### config.mk
export PLATFORM = sky130hd
export DESIGN_NAME = decimate_multi_flat
export DESIGN_NICKNAME = d
export VERILOG_FILES = /design/src/rtl/decimate_pkg.sv /design/src/rtl/decimate_multi_if.sv /design/src/rtl/decimate_channel.sv /design/src/rtl/decimate_multi.sv /design/src/flat_wrapper.sv
export SDC_FILE = /design/constraint.sdc
export NUM_CORES = 1
export LEC_CHECK = 0
export ABC_AREA = 1
export CORE_MARGIN = 4
export CORE_UTILIZATION = 55
export CTS_BUF_LIST = sky130_fd_sc_hd__clkbuf_4
export DETAILED_ROUTE_END_ITERATION = 6
export PLACE_DENSITY = 0.83
export SYNTH_ARGS = -nofsm -noshare
export SYNTH_HDL_FRONTEND = slang
export SYNTH_SLANG_ARGS = --single-unit
### constraint.sdc
create_clock -name clk_i -period 8.45 [get_ports clk_i]
set_input_delay 2.535 -clock clk_i [delete_from_list [all_inputs] [get_ports clk_i]]
set_output_delay 2.535 -clock clk_i [all_outputs]
set_load 0.1 [all_outputs]
### src/rtl/decimate_pkg.sv
// rtl/decimate_pkg.sv - shared width derivations and mode encodings for the boxcar decimator
package decimate_pkg;

    localparam logic MODE_SUM  = 1'b0;
    localparam logic MODE_MEAN = 1'b1;

    // Accumulator holds 2^MAX full-scale samples without wrapping.
    function automatic int acc_width(input int input_width, input int max_log2);
        return input_width + max_log2;
    endfunction

    function automatic int output_width(input int input_width, input int max_log2, input int drop_lsb);
        return input_width + max_log2 - drop_lsb;
    endfunction

endpackage

### src/rtl/decimate_multi_if.sv
// rtl/decimate_multi_if.sv - sample/result bundle between ADC path and decimator
interface decimate_multi_if
    import decimate_pkg::*;
#(
    parameter int INPUT_WIDTH         = 14,
    parameter int N_CHANNELS          = 2,
    parameter int MAX_LOG2_DECIMATION = 8,
    parameter int DROP_LSB            = 1,
    parameter int LW                  = $clog2(MAX_LOG2_DECIMATION + 1),
    parameter int OUTPUT_WIDTH        = output_width(INPUT_WIDTH, MAX_LOG2_DECIMATION, DROP_LSB)
);
    logic [N_CHANNELS*INPUT_WIDTH-1:0]  data_i;
    logic                               valid_i;
    logic [LW-1:0]                      log2_dec_i;
    logic                               mode_i;
    logic [N_CHANNELS*OUTPUT_WIDTH-1:0] data_o;
    logic                               valid_o;

    modport master (
        output data_i, valid_i, log2_dec_i, mode_i,
        input  data_o, valid_o
    );

    modport slave (
        input  data_i, valid_i, log2_dec_i, mode_i,
        output data_o, valid_o
    );
endinterface

### src/rtl/decimate_channel.sv
// rtl/decimate_channel.sv - one channel accumulator with sum/mean output scaling
module decimate_channel
    import decimate_pkg::*;
#(
    parameter int INPUT_WIDTH         = 14,
    parameter int MAX_LOG2_DECIMATION = 8,
    parameter int DROP_LSB            = 1,
    parameter int LW                  = $clog2(MAX_LOG2_DECIMATION + 1),
    localparam int OUTPUT_WIDTH       = output_width(INPUT_WIDTH, MAX_LOG2_DECIMATION, DROP_LSB)
) (
    input  logic                           clk_i,
    input  logic                           rst_i,
    input  logic signed [INPUT_WIDTH-1:0]  sample_i,
    input  logic                           acc_en_i,
    input  logic                           dump_en_i,
    input  logic [LW-1:0]                  l_i,
    input  logic                           mode_i,
    output logic signed [OUTPUT_WIDTH-1:0] data_o
);
    localparam int AW = acc_width(INPUT_WIDTH, MAX_LOG2_DECIMATION);

    logic signed [AW-1:0]           acc_q, acc_d;
    logic signed [OUTPUT_WIDTH-1:0] data_q, data_d;
    logic signed [AW-1:0]           sample_ext;
    logic signed [AW-1:0]           total;
    logic signed [AW-1:0]           shifted;

    // Accumulate, or on the frame's last sample fold it in and dump the scaled total.
    always_comb begin
        sample_ext = {{MAX_LOG2_DECIMATION{sample_i[INPUT_WIDTH-1]}}, sample_i};
        total      = acc_q + sample_ext;
        shifted    = total;
        acc_d      = acc_q;
        data_d     = data_q;
        if (dump_en_i) begin
            acc_d = '0;
            if (mode_i == MODE_MEAN) begin
                shifted = total >>> l_i;
            end else begin
                shifted = total >>> DROP_LSB;
            end
            // Both scalings fit OUTPUT_WIDTH, so dropping the upper bits loses only sign copies.
            data_d = shifted[OUTPUT_WIDTH-1:0];
        end else if (acc_en_i) begin
            acc_d = total;
        end
    end

    // Accumulator and held result registers.
    always_ff @(posedge clk_i) begin
        if (rst_i) begin
            acc_q  <= '0;
            data_q <= '0;
        end else begin
            acc_q  <= acc_d;
            data_q <= data_d;
        end
    end

    assign data_o = data_q;
endmodule

### src/rtl/decimate_multi.sv
// rtl/decimate_multi.sv - multi-channel accumulate-and-dump decimator with runtime factor
module decimate_multi
    import decimate_pkg::*;
#(
    parameter int INPUT_WIDTH         = 14,
    parameter int N_CHANNELS          = 2,
    parameter int MAX_LOG2_DECIMATION = 8,
    parameter int DROP_LSB            = 1,
    localparam int LW                 = $clog2(MAX_LOG2_DECIMATION + 1),
    localparam int OUTPUT_WIDTH       = output_width(INPUT_WIDTH, MAX_LOG2_DECIMATION, DROP_LSB)
) (
    input  logic             clk_i,
    input  logic             rst_i,
    decimate_multi_if.slave  bus
);
    localparam int ML = MAX_LOG2_DECIMATION;

    logic [ML-1:0] cnt_q, cnt_d;
    logic [LW-1:0] l_q, l_d;
    logic          mode_q, mode_d;
    logic          valid_q, valid_d;
    logic [LW-1:0] l_clamp;
    logic [ML:0]   frame_last;
    logic          is_last;
    logic          acc_en;
    logic          dump_en;

    logic [N_CHANNELS-1:0][OUTPUT_WIDTH-1:0] ch_data;

    // Frame counter, L/mode latch at frame boundaries, and the one-cycle result strobe.
    always_comb begin
        l_clamp    = (bus.log2_dec_i > LW'(ML)) ? LW'(ML) : bus.log2_dec_i;
        frame_last = ((ML+1)'(1) << l_q) - (ML+1)'(1);
        is_last    = ({1'b0, cnt_q} == frame_last);
        acc_en     = bus.valid_i && !is_last;
        dump_en    = bus.valid_i && is_last;

        cnt_d   = cnt_q;
        l_d     = l_q;
        mode_d  = mode_q;
        valid_d = dump_en;
        if (dump_en) begin
            cnt_d  = '0;
            l_d    = l_clamp;
            mode_d = bus.mode_i;
        end else if (acc_en) begin
            cnt_d = cnt_q + ML'(1);
        end
    end

    // Control registers; reset picks up the requested L and mode so the first frame uses them.
    always_ff @(posedge clk_i) begin
        if (rst_i) begin
            cnt_q   <= '0;
            l_q     <= l_clamp;
            mode_q  <= bus.mode_i;
            valid_q <= 1'b0;
        end else begin
            cnt_q   <= cnt_d;
            l_q     <= l_d;
            mode_q  <= mode_d;
            valid_q <= valid_d;
        end
    end

    for (genvar k = 0; k < N_CHANNELS; k++) begin : g_ch
        decimate_channel #(
            .INPUT_WIDTH         (INPUT_WIDTH),
            .MAX_LOG2_DECIMATION (MAX_LOG2_DECIMATION),
            .DROP_LSB            (DROP_LSB),
            .LW                  (LW)
        ) u_ch (
            .clk_i     (clk_i),
            .rst_i     (rst_i),
            .sample_i  (bus.data_i[k*INPUT_WIDTH +: INPUT_WIDTH]),
            .acc_en_i  (acc_en),
            .dump_en_i (dump_en),
            .l_i       (l_q),
            .mode_i    (mode_q),
            .data_o    (ch_data[k])
        );
    end

    assign bus.data_o  = ch_data;
    assign bus.valid_o = valid_q;
endmodule

### src/flat_wrapper.sv
// flat-port wrapper written by rule: the top's interface ports become plain ports
module decimate_multi_flat import decimate_pkg::*;
#(
    parameter int INPUT_WIDTH         = 14,
    parameter int N_CHANNELS          = 2,
    parameter int MAX_LOG2_DECIMATION = 8,
    parameter int DROP_LSB            = 1,
    localparam int LW                 = $clog2(MAX_LOG2_DECIMATION + 1),
    localparam int OUTPUT_WIDTH       = output_width(INPUT_WIDTH, MAX_LOG2_DECIMATION, DROP_LSB)
)
  (clk_i, rst_i, bus_data_i, bus_valid_i, bus_log2_dec_i, bus_mode_i, bus_data_o, bus_valid_o);
  decimate_multi_if #(.INPUT_WIDTH(INPUT_WIDTH), .N_CHANNELS(N_CHANNELS), .MAX_LOG2_DECIMATION(MAX_LOG2_DECIMATION), .DROP_LSB(DROP_LSB)) bus_i ();
  input  logic clk_i;
  input  logic rst_i;
  input wire logic [$bits(bus_i.data_i)-1:0] bus_data_i;
  input wire logic [$bits(bus_i.valid_i)-1:0] bus_valid_i;
  input wire logic [$bits(bus_i.log2_dec_i)-1:0] bus_log2_dec_i;
  input wire logic [$bits(bus_i.mode_i)-1:0] bus_mode_i;
  output wire logic [$bits(bus_i.data_o)-1:0] bus_data_o;
  output wire logic [$bits(bus_i.valid_o)-1:0] bus_valid_o;
  assign bus_i.data_i = bus_data_i;
  assign bus_i.valid_i = bus_valid_i;
  assign bus_i.log2_dec_i = bus_log2_dec_i;
  assign bus_i.mode_i = bus_mode_i;
  assign bus_data_o = bus_i.data_o;
  assign bus_valid_o = bus_i.valid_o;
  decimate_multi #(.INPUT_WIDTH(INPUT_WIDTH), .N_CHANNELS(N_CHANNELS), .MAX_LOG2_DECIMATION(MAX_LOG2_DECIMATION), .DROP_LSB(DROP_LSB)) u_core (.clk_i(clk_i), .rst_i(rst_i), .bus(bus_i));
endmodule
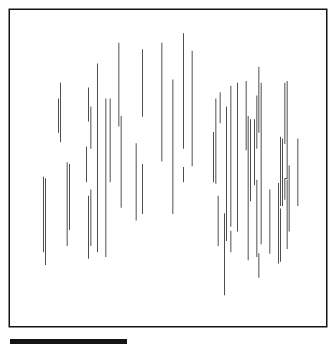
**Above:** run 1 (the metal 4 layer).
Scale bar: 50 um.
longest straight run	80.2 um
wire length on this layer	1750 um
share of all routed wire	6.3%
main direction	vertical
via count: 10.2k
total wire length: 28000 um

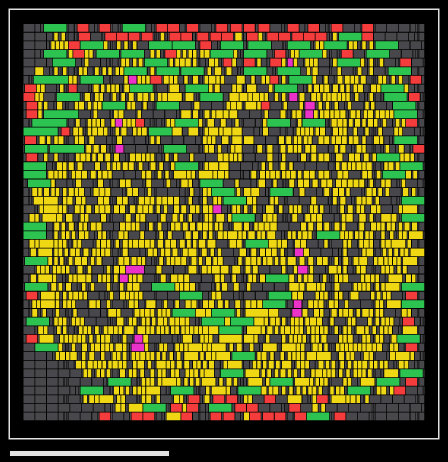
**Above:** run 1 (cell classes on the final placement).
Scale bar: 50 um. Fill, decap, tap and diode cells in grey.
class	colour	cells	share of their area
sequential cells	green	100	22%
clock drivers and dummy loads	magenta	16	1.4%
remaining buffers and delay cells	red	84	8.7%
remaining logic cells	yellow	1402	68%
fraction of area in registers: 20.9%
core area: 15800 sq um

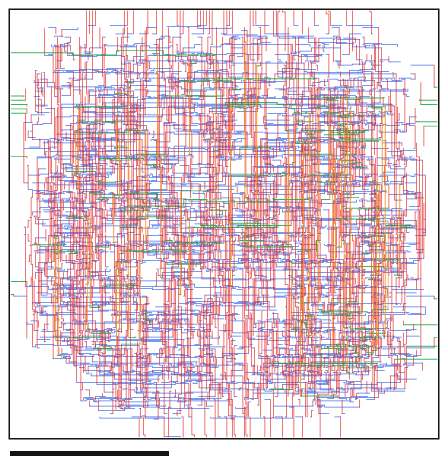
**Above:** run 1 (metal layers overlaid).
Scale bar: 50 um.
layer	colour	wire length
M3	green	1260 um
M1	blue	11100 um
M2	red	13900 um
M4	orange	1750 um
Total GRT Usage: 30.5%
routed len/inst: 15.4 um

==> impl_metrics.json, run 1 <==
{
  "p_sw_share_pct": 46.6,
  "syn_avg_cell_area_sq_um": 5.67,
  "drive_above_1_share_pct": 2.56,
  "synthesis.area_sq_um": 8850,
  "grt_max_degree": 59,
  "yosys-stat-cells": 1561,
  "path_common_cell": "nand3_1",
  "path_depth": 16,
  "maxCapViolCount": 0,
  "rsz0062_at_grt": "false",
  "whs_ns": 0.464,
  "pwr-share-seq_pct": 35.1,
  "yosysTopAreaCellShare_pct": 26.5,
  "status": "complete, but fails checks",
  "routabilityCongestion": 1.05,
  "topCellsByArea": "nand2_1, dfxtp_1, nand3_1",
  "clock_net_power_uw": 266,
  "p_leak_nw": 5.08,
  "synthesis.nets": 1643,
  "diodes": 0,
  "fin_util_pct": 61.9,
  "critical_path_class": "primary input to flip-flop",
  "register_area_sq_um": 2050,
  "drc_errors": 1,
  "vdd_ir_drop_max_mv": 0.0967,
  "synthFlopType": "dfxtp_1",
  "start_kind": "primary input",
  "fp-utilization_pct": 55.9,
  "clk_path_buf_depth": 2,
  "ant_nets": 0,
  "min_to": "u_core.g_ch[1].u_ch.data_o[13]",
  "ys_top_cells_by_count": "nand2_1, nand3_1, inv_1, dfxtp_1, a21oi_1",
  "hold_viol_final": 0,
  "violations": "design-rule violations"
}
==> run 1: metal layers <==
| metal | up-vias | wire (um) | track usage (%) |
|---|---|---|---|
| met4 | 0 | 1750 | 19.3 |
| li1 | 5119 | - | - |
| met2 | 366 | 13900 | 55.6 |
| met1 | 4620 | 11100 | 33.6 |
| met3 | 109 | 1260 | 3.39 |
| met5 | - | 0 | 0 |
==> run 1: registers in the layout, summed over array words and instances, names as in the netlist <==
name                     count
u_core.g_ch.u_ch.acc_q      44
u_core.mode_q                1
u_core.l_q                   4
u_core.cnt_q                 8
u_core.g_ch.u_ch.data_o     42
u_core.bus.valid_o           1
==> run 1: kinds of logic after synthesis <==
group,Yosys count
buffers and inverters,228
flip-flops,100
XOR/XNOR,28
AND/OR/NAND/NOR,1011
adder cells (fa/ha/maj),46
AND-OR/OR-AND,148
**Run 1: gate families picked out**

Scale bar: 50 um.
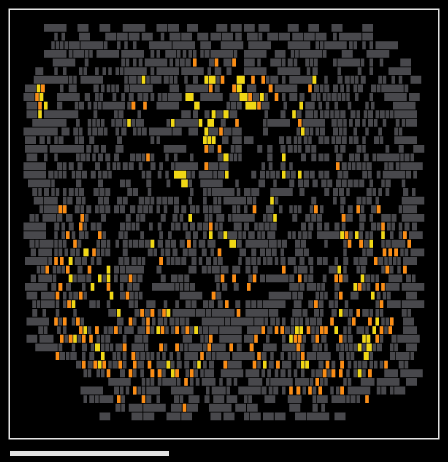

==> run 1 -> run 2 <==
clock period = 5 ns   (was 8.45 ns; I/O delays follow)
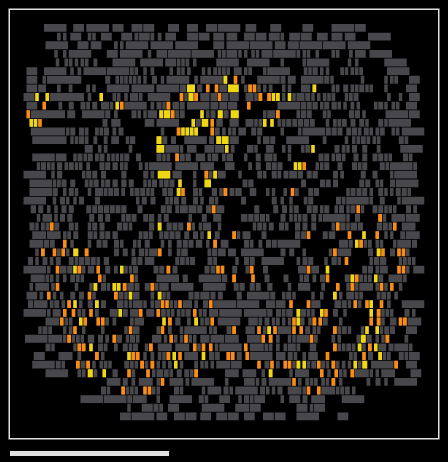
**Above:** run 2 (gate families picked out).
Scale bar: 50 um.
family	colour	cells	most used
nor cells	yellow	87	nor2_1
inv cells	orange	169	inv_1
final std cells w/o fill: 1822
most used logic cell in the final layout: nand2_1
logic share of the area: 59.8%

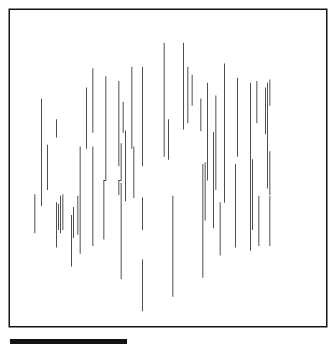
**Above:** run 2 (the metal 4 layer).
Scale bar: 50 um.
longest straight run	71.4 um
nets with wire on the layer	46

==> impl_metrics.json, run 2 <==
{
  "vdd_ir_drop_max_mv": 0.151,
  "met3_usage_pct": 3.43,
  "diodes": 0,
  "clk_path_buf_depth": 2,
  "routabilityCongestion": 0.997,
  "max_freq_mhz": 254,
  "path_depth": 16,
  "vias": 10200,
  "crit_required_ns": 5.41,
  "drc_errors": 0,
  "ant_nets": 0,
  "lay_top_cells": "nand2_1, nand3_1, inv_1",
  "busiest_layer": "met2",
  "top_register": "u_core.g_ch.u_ch.acc_q",
  "whs_ns": 0.460,
  "critical_path_class": "primary input to flip-flop",
  "setup_ws_ns": 1.07,
  "grt_usage_pct": 30.8,
  "min_to": "u_core.g_ch[0].u_ch.data_o[14]",
  "path_common_cell": "nand3_1",
  "maxCapViolCount": 0,
  "synthArstFlopShare_pct": 0,
  "regToRegStartpoint": "u_core.l_q[2]",
  "register_area_sq_um": 2050,
  "seq_share_pct": 20.8,
  "met2_usage_pct": 55.9,
  "ys_top_cells_by_count": "nand2_1, nand3_1, inv_1, dfxtp_1, a21oi_1",
  "rsz0062_at_grt": "false",
  "finalSetupTns_ns": 0,
  "fp-utilization_pct": 55.9,
  "fin_util_pct": 62.2,
  "yosys-stat-cells": 1561,
  "syn_avg_cell_area_sq_um": 5.67,
  "wl_um": 28000,
  "status": "completed",
  "p_sw_share_pct": 46.8,
  "yosysTopAreaCellShare_pct": 26.5,
  "yosysWarnings": 0,
  "ys_area_sq_um": 8850,
  "start_kind": "primary input",
  "topCellsByArea": "nand2_1, dfxtp_1, nand3_1",
  "synthFlopType": "dfxtp_1"
}
[run 2: netlist changes by cell type in the layout (fill, tap and decap cells not counted)]
cell,change
inv_8,+1
buf_12,+1
buf_4,+3
clkinv_4,+1
clkinv_8,-1
inv_4,-1
[run 2: routing by layer]
metal	vias to the layer above	wire (um)	share of wire [%]
li1	5129	-	-
met1	4565	11100	40
met2	372	14000	50
met3	111	1380	4.9
met4	0	1480	5.3
met5	-	0	0
[run 2: power groups by stage]
stage / clock network [mW] / logic [mW] / registers (mW)
finish: 0.449 / 1.20 / 0.888
global route: 0.478 / 1.36 / 0.891
CTS: 0.456 / 1.19 / 0.887
detailed placement: 0 / 1.18 / 0.904
global placement: 0 / 1.17 / 0.903
floorplan: 0 / 0.876 / 0.887
Power and IR drop assume default switching activity.
